### src/rtl/uart_defs.sv
// Shared definitions for the UART byte transmitter: FSM encoding and frame timing.
package uart_defs;

  typedef enum logic [1:0] {
    IDLE  = 2'd0,
    START = 2'd1,
    DATA  = 2'd2,
    STOP  = 2'd3
  } uart_state_t;

  // Start bit + 8 data bits + stop bit.
  localparam int FRAME_BITS = 10;

  function automatic int bit_cyc(input int clk_freq, input int baud);
    return clk_freq / baud;
  endfunction

endpackage

### src/rtl/sync_byte_fifo.sv
// Byte queue with a first-word-fall-through head; a push when full is accepted if a pop happens the same cycle.
module sync_byte_fifo #(
  parameter int DEPTH = 4
) (
  input  logic                     sys_clk,
  input  logic                     rst_n,
  input  logic                     wr,
  input  logic [7:0]               din,
  input  logic                     rd,
  output logic [7:0]               dout,
  output logic [$clog2(DEPTH):0]   count
);

  localparam int AW = $clog2(DEPTH);
  localparam logic [AW:0] FULL = (AW+1)'(DEPTH);

  logic [7:0]    mem [DEPTH];
  logic [AW-1:0] wr_ptr;
  logic [AW-1:0] rd_ptr;
  logic          push;
  logic          pop;

  assign pop  = rd && (count != '0);
  assign push = wr && ((count < FULL) || pop);

  // Pointers wrap naturally because DEPTH is a power of two.
  always_ff @(posedge sys_clk or negedge rst_n) begin
    if (!rst_n) begin
      wr_ptr <= '0;
      rd_ptr <= '0;
      count  <= '0;
    end else begin
      if (push) wr_ptr <= wr_ptr + 1'b1;
      if (pop)  rd_ptr <= rd_ptr + 1'b1;
      case ({push, pop})
        2'b10:   count <= count + 1'b1;
        2'b01:   count <= count - 1'b1;
        default: count <= count;
      endcase
    end
  end

  always_ff @(posedge sys_clk) begin
    if (push) mem[wr_ptr] <= din;
  end

  assign dout = mem[rd_ptr];

endmodule

### src/rtl/uart_byte_tx.sv
// UART 8N1 transmitter fed from a small byte queue; tx, busy and ovf are all registered.
module uart_byte_tx #(
  parameter int CLK_FREQ = 50_000_000,
  parameter int BAUD     = 9600,
  parameter int DEPTH    = 4
) (
  input  logic       sys_clk,
  input  logic       rst_n,
  input  logic [7:0] tx_data,
  input  logic       tx_en,
  output logic       tx,
  output logic       busy,
  output logic       ovf
);

  import uart_defs::*;

  localparam int BIT_CYC = bit_cyc(CLK_FREQ, BAUD);
  localparam int CW      = (BIT_CYC > 1) ? $clog2(BIT_CYC) : 1;
  localparam int QW      = $clog2(DEPTH) + 1;
  localparam logic [CW-1:0] BAUD_LAST = CW'(BIT_CYC - 1);
  localparam logic [QW-1:0] Q_FULL    = QW'(DEPTH);
  localparam logic [2:0]    LAST_BIT  = 3'(FRAME_BITS - 3);

  uart_state_t   state;
  uart_state_t   state_nxt;
  logic [CW-1:0] baud_cnt;
  logic [CW-1:0] baud_nxt;
  logic [2:0]    bit_cnt;
  logic [2:0]    bit_nxt;
  logic [7:0]    sh;
  logic [7:0]    sh_nxt;
  logic          tx_q;
  logic          tx_nxt;
  logic          busy_q;
  logic          ovf_q;
  logic          pop;
  logic          bit_end;
  logic [7:0]    head;
  logic [QW-1:0] count;

  sync_byte_fifo #(
    .DEPTH (DEPTH)
  ) u_fifo (
    .sys_clk (sys_clk),
    .rst_n   (rst_n),
    .wr      (tx_en),
    .din     (tx_data),
    .rd      (pop),
    .dout    (head),
    .count   (count)
  );

  assign bit_end = (baud_cnt == BAUD_LAST);

  always_comb begin
    state_nxt = state;
    baud_nxt  = baud_cnt;
    bit_nxt   = bit_cnt;
    sh_nxt    = sh;
    tx_nxt    = tx_q;
    pop       = 1'b0;
    case (state)
      IDLE: begin
        tx_nxt = 1'b1;
        if (count != '0) begin
          pop       = 1'b1;
          sh_nxt    = head;
          bit_nxt   = 3'd0;
          baud_nxt  = '0;
          tx_nxt    = 1'b0;
          state_nxt = START;
        end
      end
      START: begin
        if (bit_end) begin
          baud_nxt  = '0;
          tx_nxt    = sh[0];
          state_nxt = DATA;
        end else begin
          baud_nxt = baud_cnt + 1'b1;
        end
      end
      DATA: begin
        if (bit_end) begin
          baud_nxt = '0;
          if (bit_cnt == LAST_BIT) begin
            tx_nxt    = 1'b1;
            state_nxt = STOP;
          end else begin
            // sh[1] becomes the new LSB, so it is the next line bit.
            sh_nxt  = {1'b0, sh[7:1]};
            tx_nxt  = sh[1];
            bit_nxt = bit_cnt + 1'b1;
          end
        end else begin
          baud_nxt = baud_cnt + 1'b1;
        end
      end
      STOP: begin
        if (bit_end) begin
          baud_nxt  = '0;
          state_nxt = IDLE;
        end else begin
          baud_nxt = baud_cnt + 1'b1;
        end
      end
      default: state_nxt = IDLE;
    endcase
  end

  always_ff @(posedge sys_clk or negedge rst_n) begin
    if (!rst_n) begin
      state    <= IDLE;
      baud_cnt <= '0;
      bit_cnt  <= 3'd0;
      tx_q     <= 1'b1;
      busy_q   <= 1'b0;
      ovf_q    <= 1'b0;
    end else begin
      state    <= state_nxt;
      baud_cnt <= baud_nxt;
      bit_cnt  <= bit_nxt;
      tx_q     <= tx_nxt;
      busy_q   <= (state != IDLE) || (count != '0);
      // A full queue only rejects when no pop frees a slot this cycle.
      ovf_q    <= tx_en && (count == Q_FULL) && !pop;
    end
  end

  always_ff @(posedge sys_clk) begin
    sh <= sh_nxt;
  end

  assign tx   = tx_q;
  assign busy = busy_q;
  assign ovf  = ovf_q;

endmodule

### config.mk
export PLATFORM = sky130hd
export DESIGN_NAME = uart_byte_tx
export DESIGN_NICKNAME = d
export VERILOG_FILES = /design/src/rtl/uart_defs.sv /design/src/rtl/sync_byte_fifo.sv /design/src/rtl/uart_byte_tx.sv
export SDC_FILE = /design/constraint.sdc
export NUM_CORES = 1
export LEC_CHECK = 0
export CORE_ASPECT_RATIO = 0.8
export CORE_MARGIN = 2
export CORE_UTILIZATION = 56
export CTS_CLUSTER_DIAMETER = 60
export CTS_CLUSTER_SIZE = 8
export DETAILED_ROUTE_END_ITERATION = 8
export DONT_BUFFER_PORTS = 1
export PLACE_DENSITY_LB_ADDON = 0.08
export SLEW_MARGIN = 25
export SYNTH_ARGS = -nofsm -noshare
export SYNTH_HDL_FRONTEND = slang
export SYNTH_SLANG_ARGS = --single-unit
### constraint.sdc
create_clock -name sys_clk -period 2.5 [get_ports sys_clk]
set_clock_uncertainty 0.2 [all_clocks]
set_input_delay 0.75 -clock sys_clk [delete_from_list [all_inputs] [get_ports sys_clk]]
set_output_delay 0.75 -clock sys_clk [all_outputs]
set_load 0.01 [all_outputs]
run_1/sizing.png
(4 px per um)
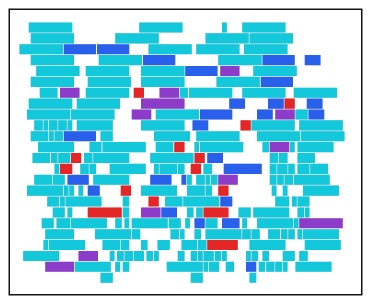
Key: blue = x2 [cells 26, most used mux2_2]; purple = x6 and larger [cells 12, most used clkbuf_8]; cyan = x1 and smaller [cells 191, most used edfxtp_1]; red = x3 and x4 [cells 14, most used buf_4]
Syn-to-layout area delta: 11.6%
count of plain and timing-repair buffers: 9
least setup slack across all paths after layout: 0.162 ns
fin area: 0.00351 mm^2

run_1/port_trees.png
(4 px per um)
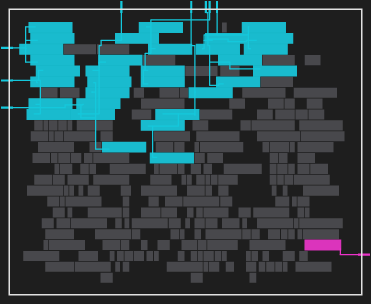
Key: magenta = busy [bits 1, direction output, end cells 1, buffers 0, wire 6.30 um]; cyan = tx_data [bits 8, direction input, end cells 32, buffers 0, wire 306 um]

==> summary.json, run 1 <==
{
  "final_timing": {
    "finalMaxSlewViolations": 0,
    "finalSetupTns_ns": 0,
    "maxClockFrequency_mhz": 428,
    "timing_hold_violations_final": 0,
    "hold_slack_ns": 0.0228,
    "period_minus_slack_ns": 2.34
  },
  "yosys": {
    "ys_sh_simple_pct": 12.9,
    "post_synth_num_cell_types": 43,
    "syn_avg_cell_area_um2": 13.9,
    "ys_seq_share_pct": 60.5,
    "ys.flops": 68,
    "ys_area_mm2": 0.00314,
    "synthCells": 226,
    "ys_sh_adder_pct": 5.81,
    "synth_top_flop_cell": "sky130_fd_sc_hd__edfxtp_1",
    "yosys_synthesis_warning_count": 0,
    "synth-edff-count": 40,
    "logic_family": "simple AND/OR/NAND/NOR gates",
    "syn-cell-area_mm2": 0.00314
  },
  "power": {
    "max-vdd-ir-drop_v": 0.000566,
    "power_frac_comb_pct": 11.2,
    "intPower_w": 0.00202,
    "powerDensity_mw_per_mm2": 757,
    "static-leakage-power_nw": 1.38,
    "powerComb_w": 0.000297,
    "totalPowerFinal_w": 0.00266,
    "pg_seq_w": 0.00141,
    "sequentialPowerShare_pct": 53.0
  },
  "floorplanning": {
    "floorplanUtilization_pct": 57.8,
    "placement_rows": 24,
    "coreArea_mm2": 0.00544,
    "tapcell.inserted": 78,
    "num_io_pins": 14,
    "die_w_um": 87.8
  },
  "route": {
    "vias_per_cell": 5.90,
    "residual_drc": 0,
    "avgRoutedWirePerCell_um": 18.2,
    "final_antenna_net_count": 0,
    "drt_iter0_drc": 175
  },
  "worst_hold_path": {
    "min_path_type": "input port to async pin"
  },
  "setup_path": {
    "timing.critical_path.slowest_stage_cell": "sky130_fd_sc_hd__dfrtp_1",
    "setup.worst_path.end": "u_fifo.count[2]$_DFFE_PN0P_",
    "setup.worst_path.start": "state[0]$_DFFE_PN0P_",
    "setup.worst_path.class": "flip-flop to flip-flop",
    "crit-reg2reg-launch": "state[0]$_DFFE_PN0P_",
    "timing.critical_path.max_delay_family": "adder cells",
    "worst-r2r-setup-slack_ns": 0.16,
    "crit_path_end_kind": "flip-flop",
    "timing.critical_path.from_type": "flip-flop"
  },
  "layout": {
    "finalNetCount": 263,
    "largest_class": "flip-flops and latches",
    "layout.area.seq_mm2": 0.00190,
    "logic_gates": 137,
    "fillerInstances": 394,
    "layout.clock.cell_area_share_pct": 5.99,
    "signal_buffer_area_fraction_pct": 2.28,
    "num-clock-buffers": 11,
    "n_antenna_cell": 0,
    "nonClockInverterCount": 13
  },
  "cts": {
    "clk_latency_ns": 0.34,
    "post_cts.repair.setup_buffers": 0,
    "ctsHoldBuffers": 1,
    "cts-resized-gates": 0,
    "cts.reportedPaths.clkPinSlew_ns": 0.07,
    "clock-sinks": 68
  },
  "run": {
    "max_cap_viol_count": 0
  },
  "placed_design": {
    "placed_area_mm2": 0.00325,
    "port-buffer-count": 0
  },
  "grt": {
    "gr-total-overflow": 0,
    "first_global_vias": 1956,
    "grt_first_pass_wirelength_mm": 9.54
  },
  "status": {
    "status": "finished, final reports clean"
  }
}
run_1/m1.png
(6 px per um) Supply wires on this layer in gray.
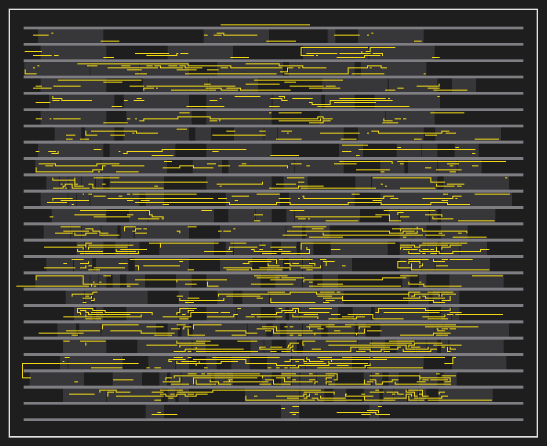
The layer carries 2690 um of wire. 245 nets have wire on it.
drt total wl: 5.83 mm
GRT met1 Usage: 30.6%
vias after detailed routing: 1893

==> run 1: cell usage in the layout (no fill, tap or decap), types with 3 or more instances in the layout <==
cell                       count
sky130_fd_sc_hd__edfxtp_1     40
sky130_fd_sc_hd__dfrtp_1      27
sky130_fd_sc_hd__o21ai_0      16
sky130_fd_sc_hd__inv_1        12
sky130_fd_sc_hd__nand2_1      12
sky130_fd_sc_hd__ha_1         11
sky130_fd_sc_hd__mux2_2        9
sky130_fd_sc_hd__and3_1        9
sky130_fd_sc_hd__clkbuf_8      9
sky130_fd_sc_hd__mux4_2        8
sky130_fd_sc_hd__buf_4         8
sky130_fd_sc_hd__nor2_1        7
sky130_fd_sc_hd__nand3_1       7
sky130_fd_sc_hd__a22o_1        6
sky130_fd_sc_hd__nor3_1        4
sky130_fd_sc_hd__nand2b_1      4
sky130_fd_sc_hd__a21oi_1       4
sky130_fd_sc_hd__xor2_1        4
sky130_fd_sc_hd__and4_1        3
sky130_fd_sc_hd__or3_1         3
==> run 1: synthesized netlist by cell type, drive strengths merged, types with 3 or more instances <==
cell     n  share of area [%]
a21oi    4               0.64
a22o     6                1.7
and3    10                2.0
and4     3               0.84
clkbuf   6               0.72
dfrtp   27                 21
edfxtp  40                 38
ha      13                5.2
inv     13                1.6
mux2     9                3.2
mux4     8                5.7
nand2   12                1.4
nand2b   4               0.80
nand3    8                1.7
nor2     7               0.84
nor3     4               0.64
o21ai   16                2.5
or3      4               0.84
xor2     4                1.1
==> run 1: per-layer routing <==
layer	track usage [%]	share of wire, %	wire length, um	vias up
met5	0	0	0	-
met4	6.32	0.12	7	0
met3	5.72	6.6	384	2
met2	30.4	47	2750	61
met1	30.6	46	2690	957
li1	-	-	-	873
--- run 2 (diff from run 1) ---
--- a/config.mk
+++ b/config.mk
@@ -6,12 +6,12 @@
 export NUM_CORES = 1
 export LEC_CHECK = 0
 export CORE_ASPECT_RATIO = 0.8
-export CORE_MARGIN = 2
-export CORE_UTILIZATION = 56
+export CORE_UTILIZATION = 67
 export CTS_CLUSTER_DIAMETER = 60
 export CTS_CLUSTER_SIZE = 8
 export DETAILED_ROUTE_END_ITERATION = 8
 export DONT_BUFFER_PORTS = 1
+export GPL_TIMING_DRIVEN = 1
 export PLACE_DENSITY_LB_ADDON = 0.08
 export SLEW_MARGIN = 25
 export SYNTH_ARGS = -nofsm -noshare
==> constraint.sdc (replaced) <==
create_clock -name sys_clk -period 2.8 [get_ports sys_clk]
set_clock_uncertainty 0.2 [all_clocks]
set_input_delay 0.84 -clock sys_clk [delete_from_list [all_inputs] [get_ports sys_clk]]
set_output_delay 0.84 -clock sys_clk [all_outputs]
set_load 0.01 [all_outputs]
run_2/util_map.png
(4 px per um) 8 x 6 tiles, from dark blue (low) to red (high), 0 to 100% covered.
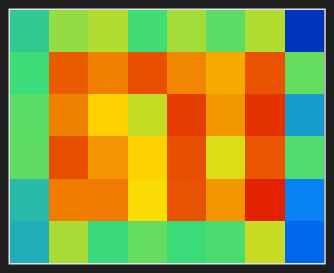
44% of the tiles are over 75% full. The fullest tile reaches 96%. The mean over all tiles is 67%. The densest ninth of the die: middle.
final core utilization: 78.6%
Core ar.: 0.00434 mm^2
Pre-Place Util: 72.5%

run_2/port_trees.png
(4 px per um)
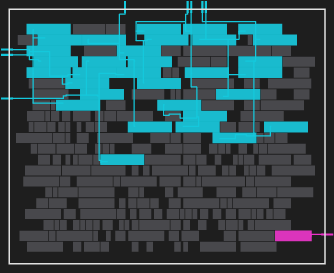
Key: magenta = busy [bits 1, direction output, end cells 1, buffers 0, wire 3.50 um]; cyan = tx_data [bits 8, direction input, end cells 32, buffers 0, wire 370 um]
io pins: 14
count of port buffers added during placement: 0

==> run 2 against run 1 <==
Effect of this change: combinational power decreased by 15%; critical endpoint unchanged; first-iteration DRC count grew 4.0%; area after synthesis is the same; power shrank 17%; worst setup slack gained 0.029 ns; fmax is 10% lower.
==> summary.json, run 2 <==
{
  "status": {
    "status": "finished, final reports clean"
  },
  "layout": {
    "n_antenna_cell": 0,
    "layout_top_cell_excl_fill_tap": "sky130_fd_sc_hd__edfxtp_1",
    "area_delta_synth_final_pct": 8.40,
    "layout_top_cells_excl_fill_tap": "sky130_fd_sc_hd__edfxtp_1, sky130_fd_sc_hd__dfrtp_1, sky130_fd_sc_hd__o21ai_0, sky130_fd_sc_hd__inv_1",
    "fillerInstances": 245,
    "finalNetCount": 259
  },
  "final_timing": {
    "hold_slack_ns": 0.108,
    "finalMaxSlewViolations": 0,
    "maxClockFrequency_mhz": 383,
    "period_minus_slack_ns": 2.61
  },
  "route": {
    "vias_after_detailed_routing": 1904,
    "wirelength_met1_mm": 2.56,
    "avgRoutedWirePerCell_um": 20.8,
    "residual_drc": 0,
    "detailroute.wirelength.met2_mm": 2.99,
    "vias_per_cell": 6.43,
    "dr.max_layer_used": "met4",
    "drt_iter0_drc": 182,
    "postRouteWirelength_mm": 6.14,
    "wl_met3_um": 541,
    "final_antenna_net_count": 0
  },
  "yosys": {
    "synth.largest_area_cell": "sky130_fd_sc_hd__edfxtp_1",
    "synth_top_flop_cell": "sky130_fd_sc_hd__edfxtp_1",
    "post_synth_num_cell_types": 43,
    "synth_nets": 251,
    "ys_area_mm2": 0.00314,
    "syn_avg_cell_area_um2": 13.9,
    "yosys_synthesis_warning_count": 0,
    "ys_seq_share_pct": 60.5,
    "syn-cell-area_mm2": 0.00314,
    "synth.most_common_cell": "sky130_fd_sc_hd__edfxtp_1",
    "synthCells": 226,
    "netlist_top_cells_count": "sky130_fd_sc_hd__edfxtp_1, sky130_fd_sc_hd__dfrtp_1, sky130_fd_sc_hd__o21ai_0",
    "topCellsByArea": "sky130_fd_sc_hd__edfxtp_1, sky130_fd_sc_hd__dfrtp_1, sky130_fd_sc_hd__mux4_2",
    "synth-edff-count": 40
  },
  "cts": {
    "cts-resized-gates": 0,
    "post_cts.repair.setup_buffers": 0,
    "clock_path_buffers": 2,
    "clock_tree.htree_level_count": 3,
    "ctsHoldBuffers": 1,
    "cts.reportedPaths.clkPinSlew_ns": 0.07,
    "clock-sinks": 68,
    "clk_latency_ns": 0.34
  },
  "worst_hold_path": {
    "min_path_type": "input port to async pin"
  },
  "grt": {
    "global_routing_s_busiest_layer": "met2",
    "grt_first_pass_wirelength_mm": 10.0,
    "gr-usage-met2_pct": 43.9,
    "grt.met1_usage_pct": 38.6,
    "gr-total-overflow": 0,
    "first_global_vias": 1956,
    "grtUsageMet3_pct": 12.2
  },
  "floorplanning": {
    "fp.dieArea_mm2": 0.00497,
    "die_w_um": 78.6,
    "placement_rows": 21
  },
  "setup_path": {
    "timing.critical_path.max_delay_family": "adder cells",
    "timing.critical_path.from_type": "flip-flop",
    "setup.worst_path.start": "state[0]$_DFFE_PN0P_",
    "crit_path_end_kind": "flip-flop",
    "timing.critical_path.slowest_stage_cell": "sky130_fd_sc_hd__dfrtp_1",
    "crit-reg2reg-launch": "state[0]$_DFFE_PN0P_",
    "worst-r2r-setup-slack_ns": 0.19,
    "setup.worst_path.class": "flip-flop to flip-flop"
  },
  "power": {
    "static-leakage-power_nw": 1.36,
    "max-vdd-ir-drop_v": 0.000548
  },
  "run": {
    "max_cap_viol_count": 0
  },
  "placed_design": {
    "dp_hpwl_mm": 4.30
  }
}
run_2/sizing.png
(4 px per um)
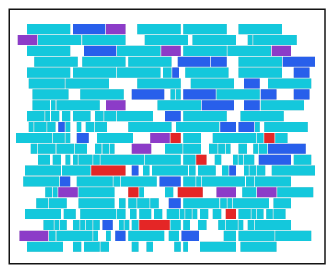
Key: cyan = x1 and smaller [cells 191, most used edfxtp_1]; purple = x6 and larger [cells 11, most used clkbuf_8]; blue = x2 [cells 29, most used mux2_2]; red = x3 and x4 [cells 8, most used buf_4]

==> run 2: cell counts after synthesis <==
No cell type changed its count.
==> run 2: cells by family (layout without fill, tap and decap cells) <==
family	Yosys count	count (layout)	share of synthesized area, %
flip-flops	68	68	60.5
AND/OR/NAND/NOR	64	64	12.9
AND-OR/OR-AND	35	35	7.25
buffers and inverters	21	34	2.59
multiplexers	18	18	9.28
adder cells (fa/ha/maj)	14	14	5.81
XOR/XNOR	6	6	1.67
==> run 2: worst max-delay path by stage <==
stage                                  end
2_1_floorplan  u_fifo.count[2]$_DFFE_PN0P_
6_report       u_fifo.count[2]$_DFFE_PN0P_
3_5_place_dp   u_fifo.count[2]$_DFFE_PN0P_
5_1_grt        u_fifo.count[2]$_DFFE_PN0P_
3_3_place_gp   u_fifo.count[2]$_DFFE_PN0P_
4_1_cts        u_fifo.count[2]$_DFFE_PN0P_
==> run 2: layout make-up <==
type,count,area [um^2],share of cell area [%]
flip-flops and latches,68,1900,55.9
clock buffers,11,141,4.15
clock inverters,5,27.5,0.808
multi-input cells,137,1160,34.2
well taps,57,71.3,2.09
repair buffers,5,50.0,1.47
inverters,13,48.8,1.43
==> run 2: metrics by stage <==
step | instances | cell area (um^2) | total power (W) | utilization (%) | setup slack, ns
CTS | 295 | 3390 | 0.00221 | 78.3 | 0.157
floorplan | 226 | 3140 | 0.00144 | - | 0.354
detailed placement | 278 | 3200 | 0.00152 | 73.9 | 0.160
global placement | 278 | 3200 | 0.00149 | 73.9 | 0.387
finish | 296 | 3410 | 0.00220 | 78.6 | 0.190
global route | 296 | 3410 | 0.00230 | 78.6 | 0.0158
==> run 2: report_power, final <==
part	switching [W]	leakage (nW)	internal, W
combinational	0.000146	0.556	0.000107
clock	0.000352	0.0889	0.000339
sequential	0.0000744	0.714	0.00118
total	0.000572	1.36	0.00163
No activity file was given, so power comes from the tool's default toggle rates.
